Design wb_port_arbiter, sky130hd; sources not shown.
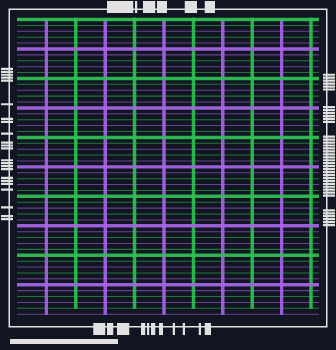
*PDN straps and rails*
Bar = 50 µm. Pins as bars on the die edge.
- green: VDD
- purple: VSS
- rows: 50
- signal pins: 126
- met4 straps: 10
- met1 rails: 51
Die Ht: 146 µm
core box area: 19000 µm²

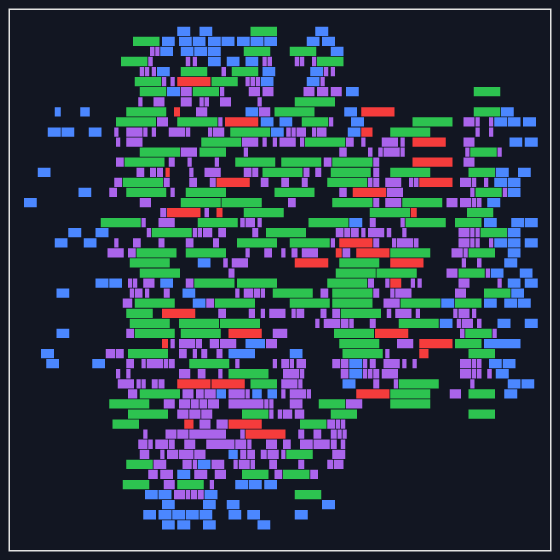
*Cells colored by class*
- green: sequential cells (cells 119; share of their area 42%)
- purple: combinational and other logic (cells 384; share of their area 32%)
- red: clock drivers and dummy loads (cells 32; share of their area 8.3%)
- blue: remaining buffers and delay cells (cells 133; share of their area 18%)
Placement Rows: 50
Final Cell Area: 7830 µm²
utilization after layout: 41.3%
Seq/total area: 39.9%

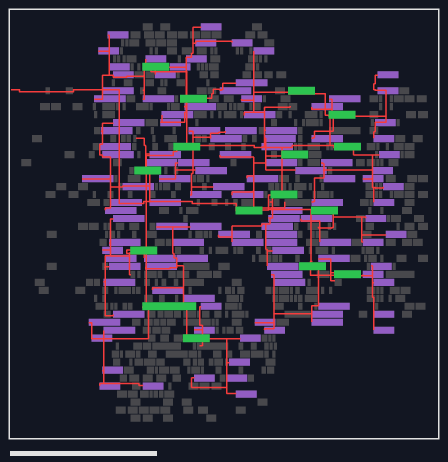
*Clock wires, drivers and flops*
Bar = 50 µm.
- purple: flip-flops (count 119)
- red: clock wires (length 1570 µm)
- green: clock drivers (count 17)
- routed clock nets: 18
Final Skew: 0.0115 ns
Latency at later pin: 0.41 ns
power share of the clock group: 30.3%
Clock group: 0.799 mW

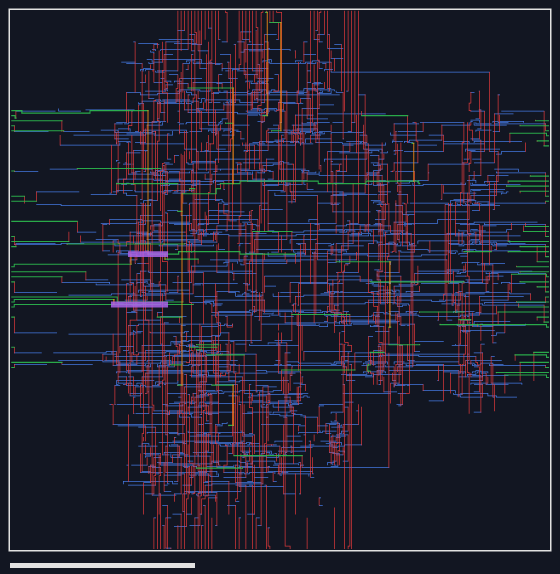
*Metal layers overlaid*
Bar = 50 µm.
- purple: metal 5 (wire length 23.0 µm)
- blue: metal 1 (wire length 6740 µm)
- red: metal 2 (wire length 7380 µm)
- green: metal 3 (wire length 1010 µm)
- orange: metal 4 (wire length 218 µm)
all-layer global routing usage: 14.5%
Total Wirelength: 15.4 mm
DR WL/cell: 16.6 µm

==> deck_impl_summary.md <==
Implementation Results

Final layout
  • Area growth from synthesis to layout: 38.0%
  • Flop area: 3120 µm²
  • Multi-input gate area: 2370 µm²
  • Largest register FFs: 74
  • N_diodes: 0

STA
  • Unrepaired setup endpoints after global routing: no
  • Final setup fails: 0
  • Period utilization: between 50% and 60%
  • Max-slew violation count: 0
  • Normalized max-slew margin: approximately two fifths
  • Worst slew pin tran: 0.915 ns

Synthesis
  • Yosys stat chip area: 5670 µm²
  • Cells after Synth: 542
  • Top_reg_cell synth: edfxtp_1
  • Syn_area_per_cell: 10.5 µm²
  • Sequential share of the synthesized area: 55.1%

Run status
  • Outcome: finished clean

Critical path
  • Worst setup SP type: input port

Floorplanning
  • Chip Width: between 100 and 150 µm
  • Die area: 21300 µm²

Placement
  • GP Congestion: between 0.8 and 0.9
  • Port bufs: 125
  • DP Cell Count: 896

Detailed routing
  • Number of routed nets with antenna violations: 0
  • DRC Markers: 0

Pwr
  • Seq pwr share: roughly 36%
  • Static Leak: between 2 and 3 nW
  • Sw Pwr: around 0.9 mW

Clocking
  • Post-cts sizing count: 0
  • Clock sinks: 119

Hold path
  • Hold Crit Class: reg -> reg
  • Hold depth: 2
-- synth_stat cells, types with 4 or more instances --
| master | instances | area (µm²) |
|---|---|---|
| nor3_1 | 4 | 20.0 |
| nand2_1 | 80 | 300 |
| clkbuf_1 | 29 | 109 |
| o211ai_1 | 7 | 52.6 |
| edfxtp_1 | 74 | 2220 |
| dfxtp_1 | 45 | 901 |
| nor2_1 | 77 | 289 |
| xnor2_1 | 12 | 105 |
| a211oi_1 | 5 | 37.5 |
| o221ai_1 | 32 | 280 |
| o211ai_2 | 31 | 388 |
| xor2_1 | 8 | 70.1 |
| inv_1 | 10 | 37.5 |
| ha_1 | 5 | 62.6 |
| and2_1 | 40 | 250 |
| mux2i_1 | 6 | 60.1 |
| buf_2 | 5 | 25.0 |
| nand3_1 | 39 | 195 |
-- per-layer routing --
metal	wire (µm)	share of wire [%]	global-route usage [%]
met5	23	0.15	0
met3	1010	6.5	4.86
met2	7380	48	24.2
met1	6740	44	17.9
met4	217	1.4	4.51
-- power groups by stage --
stage                     Combinational [mW]  Clock (mW)  Sequential, mW
after floorplan                        0.504           0            1.05
after global placement                 0.848           0           0.961
after detailed placement               0.887           0           0.966
after CTS                              0.892       0.817           0.954
after global routing                   0.970       0.846           0.969
final                                  0.883       0.799           0.951
-- worst max-delay path, cell delays in order --
cell and delay (ns):
clkdlybuf4s50_1 0.49, or4_4 0.59, o211ai_4 0.16, buf_4 0.41, o311ai_4 0.14, buf_4 0.29
ha_1 0.43, ha_1 0.16, and2_2 0.69
-- layout make-up --
cell class	instances	share of cell area, %
inverters	11	0.528
clock buffers	21	6.44
repair buffers	133	17.2
multi-input cells	373	30.3
flip-flops and latches	119	39.9
clock inverters	11	1.50
well taps	260	4.16
-- cell usage in the layout, fill, tap and decap left out, drive strengths merged, types with 12 or more instances in the layout --
cell type	n
dfxtp	45
o211ai	39
nor2	77
o221ai	32
nand3	39
clkbuf	21
clkdlybuf4s50	124
xnor2	12
and2	40
nand2	80
edfxtp	74
-- kinds of logic (layout without fill, tap and decap cells) --
logic type / Yosys count / after routing / synth area share [%]
xor+xnor: 20 / 20 / 3.09
fa+ha+maj: 5 / 5 / 1.10
flops: 119 / 119 / 55.1
buf+inv: 50 / 176 / 3.95
mux: 6 / 6 / 1.06
simple gates: 253 / 253 / 20.2
compound gates: 89 / 89 / 15.5
-- through the flow --
stage	setup WS, ns	cell area, µm²
finish	3.31	7830
global route	3.06	7830
CTS	3.26	7830
detailed placement	2.82	7200
global placement	2.85	7140
floorplan	3.57	5670
Power figures rest on the tool's default switching activity, not on a simulated workload.
